--- config.mk ---
export PLATFORM = sky130hd
export DESIGN_NAME = shfr_seq_flat
export DESIGN_NICKNAME = d
export VERILOG_FILES = /design/src/rtl/shfr_pkg.sv /design/src/rtl/shfr_seq_if.sv /design/src/rtl/shfr_seq_lso_enc.sv /design/src/rtl/shfr_seq.sv /design/src/flat_wrapper.sv
export SDC_FILE = /design/constraint.sdc
export NUM_CORES = 1
export LEC_CHECK = 0
export ABC_AREA = 1
export ABC_CLOCK_PERIOD_IN_PS = 1650
export CORE_ASPECT_RATIO = 1.1
export CORE_MARGIN = 2
export CORE_UTILIZATION = 47
export DETAILED_ROUTE_END_ITERATION = 10
export GPL_TIMING_DRIVEN = 0
export PLACE_DENSITY = 0.93
export SKIP_LAST_GASP = 1
export SLEW_MARGIN = 15
export SYNTH_ARGS = -nofsm -noshare
export SYNTH_HDL_FRONTEND = slang
export SYNTH_SLANG_ARGS = --single-unit
export TNS_END_PERCENT = 10
--- constraint.sdc ---
create_clock -name clk -period 1.65 [get_ports clk]
set_input_delay 0.33 -clock clk [delete_from_list [all_inputs] [get_ports clk]]
set_output_delay 0.33 -clock clk [all_outputs]
set_load 0.05 [all_outputs]
--- src/rtl/shfr_pkg.sv ---
// ---------------------------------------------------------------------------
// shfr_pkg -- shared definitions for the sequential right shifter.
//   state_t    : FSM state encoding (IDLE, SHIFT, DONE)
//   cnt_width(): width of a counter that must hold 0..bus_size inclusive
// ---------------------------------------------------------------------------
package shfr_pkg;

   typedef enum logic [1:0] {
      IDLE  = 2'd0,
      SHIFT = 2'd1,
      DONE  = 2'd2
   } state_t;

   // Counter must reach bus_size itself, hence the +1.
   function automatic int cnt_width(input int width);
      return $clog2(width + 1);
   endfunction

endpackage

--- src/rtl/shfr_seq_if.sv ---
// ---------------------------------------------------------------------------
// shfr_seq_if -- request/result bundle for shfr_seq.
//   start  : request, only looked at while busy=0
//   A, B   : data to shift and shift-amount selector
//   busy   : high while an operation is in progress
//   done   : one-cycle pulse, result valid in that cycle
//   result : shifted data, held until the next accepted start
// master drives the request side, slave is the shifter.
// ---------------------------------------------------------------------------
interface shfr_seq_if #(
   parameter int bus_size = 8
);
   logic                start;
   logic [bus_size-1:0] A;
   logic [bus_size-1:0] B;
   logic                busy;
   logic                done;
   logic [bus_size-1:0] result;

   modport master (output start, A, B, input  busy, done, result);
   modport slave  (input  start, A, B, output busy, done, result);
endinterface

--- src/rtl/shfr_seq_lso_enc.sv ---
// ---------------------------------------------------------------------------
// lso_enc -- combinational least-significant-one encoder.
//   i_b    : selector word
//   o_n    : (index of lowest set bit of i_b) + 1, or 0 when i_b == 0
//   o_zero : high when i_b == 0
// ---------------------------------------------------------------------------
module lso_enc
   import shfr_pkg::*;
#(
   parameter int bus_size = 8,
   localparam int CW      = cnt_width(bus_size)
) (
   input  logic [bus_size-1:0] i_b,
   output logic [CW-1:0]       o_n,
   output logic                o_zero
);

   // Scan from MSB down so the lowest set bit is the last one written.
   always_comb begin
      o_n = '0;
      for (int i = bus_size - 1; i >= 0; i--) begin
         if (i_b[i]) o_n = CW'(i + 1);
      end
   end

   assign o_zero = ~|i_b;

endmodule

--- src/rtl/shfr_seq.sv ---
// ---------------------------------------------------------------------------
// shfr_seq -- sequential right shifter, one bit per clock.
//   clk : clock, rising edge
//   rst : synchronous active-high reset, aborts any operation
//   bus : shfr_seq_if.slave (start, A, B in; busy, done, result out)
// Shift amount is derived from the lowest set bit of B (B==0 -> no shift).
// Build option: define SHFR_ARITH_EN for an arithmetic (sign-filling) shift;
// left undefined the MSB is filled with 0 (logical shift).
// ---------------------------------------------------------------------------
module shfr_seq
   import shfr_pkg::*;
#(
   parameter int bus_size = 8
) (
   input  logic       clk,
   input  logic       rst,
   shfr_seq_if.slave  bus
);

   localparam int CW = cnt_width(bus_size);

   state_t              r_state;
   logic [bus_size-1:0] r_data_q;
   logic [CW-1:0]       r_cnt_q;
   logic                r_busy;
   logic                r_done;

   logic [CW-1:0]       w_n;
   logic                w_zero;
   logic                w_fill;

   lso_enc #(.bus_size(bus_size)) u_lso_enc (
      .i_b    (bus.B),
      .o_n    (w_n),
      .o_zero (w_zero)
   );

`ifdef SHFR_ARITH_EN
   assign w_fill = r_data_q[bus_size-1];
`else
   assign w_fill = 1'b0;
`endif

   // busy/done are registered alongside the state so they track it exactly.
   always_ff @(posedge clk) begin
      if (rst) begin
         r_state  <= IDLE;
         r_data_q <= '0;
         r_cnt_q  <= '0;
         r_busy   <= 1'b0;
         r_done   <= 1'b0;
      end else begin
         case (r_state)
            IDLE: begin
               if (bus.start) begin
                  r_data_q <= bus.A;
                  r_cnt_q  <= w_n;
                  r_busy   <= 1'b1;
                  if (w_zero) begin
                     r_state <= DONE;
                     r_done  <= 1'b1;
                  end else begin
                     r_state <= SHIFT;
                  end
               end
            end
            SHIFT: begin
               r_data_q <= {w_fill, r_data_q[bus_size-1:1]};
               r_cnt_q  <= r_cnt_q - CW'(1);
               if (r_cnt_q == CW'(1)) begin
                  r_state <= DONE;
                  r_done  <= 1'b1;
               end
            end
            DONE: begin
               // start is deliberately not looked at here.
               r_state <= IDLE;
               r_busy  <= 1'b0;
               r_done  <= 1'b0;
            end
            default: begin
               r_state <= IDLE;
               r_busy  <= 1'b0;
               r_done  <= 1'b0;
            end
         endcase
      end
   end

   assign bus.busy   = r_busy;
   assign bus.done   = r_done;
   assign bus.result = r_data_q;

endmodule
--- src/flat_wrapper.sv ---
// flat-port wrapper written by rule: the top's interface ports become plain ports
module shfr_seq_flat import shfr_pkg::*;
#(
   parameter int bus_size = 8
)
  (clk, rst, bus_start, bus_A, bus_B, bus_busy, bus_done, bus_result);
  shfr_seq_if #(.bus_size(bus_size)) bus_i ();
  input  logic clk;
  input  logic rst;
  input wire logic [$bits(bus_i.start)-1:0] bus_start;
  input wire logic [$bits(bus_i.A)-1:0] bus_A;
  input wire logic [$bits(bus_i.B)-1:0] bus_B;
  output wire logic [$bits(bus_i.busy)-1:0] bus_busy;
  output wire logic [$bits(bus_i.done)-1:0] bus_done;
  output wire logic [$bits(bus_i.result)-1:0] bus_result;
  assign bus_i.start = bus_start;
  assign bus_i.A = bus_A;
  assign bus_i.B = bus_B;
  assign bus_busy = bus_i.busy;
  assign bus_done = bus_i.done;
  assign bus_result = bus_i.result;
  shfr_seq #(.bus_size(bus_size)) u_core (.clk(clk), .rst(rst), .bus(bus_i));
endmodule
### Sequential cells colored by netlist name

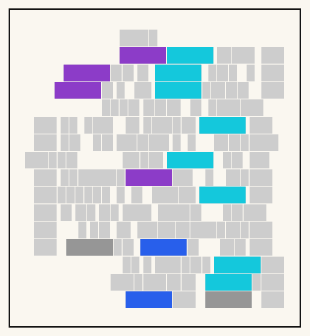
`u_core.r_state` -> blue  # flops 2
`u_core.r_cnt_q` -> purple  # flops 4
`u_core.bus.result` -> cyan  # flops 8
register area: 320.3 um2
Seq. pwr: 0.502 mW
sequential share of cell area: 26.36%
post-layout util: 68.96%

==> summary.txt <==
The flow completed. Combined global-route utilization of all metal layers landed at 20.50%. The total area inside the core boundary comes to ~0.0018 mm2. Final worst setup slack landed at -154.1 ps. At floorplan, the net count of the design was reported as ~140. The synthesized netlist was found by Yosys to have 122 cells. Routing resource usage on met1 recorded by global route was between 20% and 30%.

The cell type that accounts for the most area after synthesis is sky130_fd_sc_hd__dfxtp_1. The data arrival time reported for the critical path is 1470 ps. The final reports fail on negative setup slack. Per report_power, the sequential group accounts for 36.9% of the total. Number of buffers added to fix hold violations after cts landed at 0. Total number of placement rows landed at 16.

Per the final report, max-transition violations number 0. The most common logic cell in the final layout is sky130_fd_sc_hd__nand2_1. The flow ran to the end, but the final reports show violations. Final critical delay including setup and external delays landed at 1804 ps. Dividing total power by cell area gives a power density of 1120 mW/mm2.

The synthesized instance count is ~120. Post-synthesis sequential element count landed at 16. Along the worst hold path, the cell count comes to 2. Final setup violation count landed at 8. The startpoint identified for the worst register-to-register timing path is u_core.r_state[1].

The congestion estimate from routability-driven global placement came to 0.8021.
### The metal 1 layer

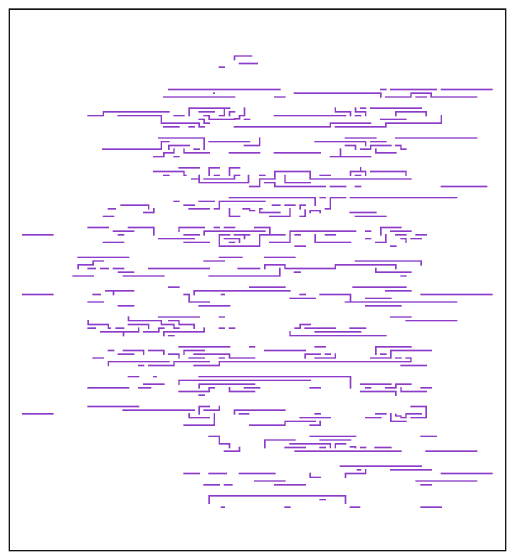
longest straight run = 17.5 um
wire length on this layer = 843 um
nets with wire on the layer = 152
share of all routed wire = 40%

power groups by stage:
stage / Combinational (mW) / Clock, mW / Sequential [mW]
finish: 0.598 / 0.260 / 0.502
global route: 0.644 / 0.280 / 0.509
CTS: 0.598 / 0.259 / 0.500
detailed placement: 0.593 / 0 / 0.509
global placement: 0.580 / 0 / 0.506
floorplan: 0.270 / 0 / 0.644
cells in the mapped netlist (all sizes together):
master  count
nor2        7
inv        15
a21oi       9
o21ai      13
nand3       8
nor3        3
a31oi       7
nand2      35
buf         4
xor2        1
nand4       2
ha          2
dfxtp      16
stage by stage:
stage	TNS, ps	power [mW]	std cells
floorplan	0	0.9145	122
global placement	0	1.086	168
detailed placement	0	1.101	168
CTS	-1174	1.357	172
global route	-1356	1.433	172
finish	-1048	1.360	172
Power figures rest on the tool's default switching activity, not on a simulated workload.
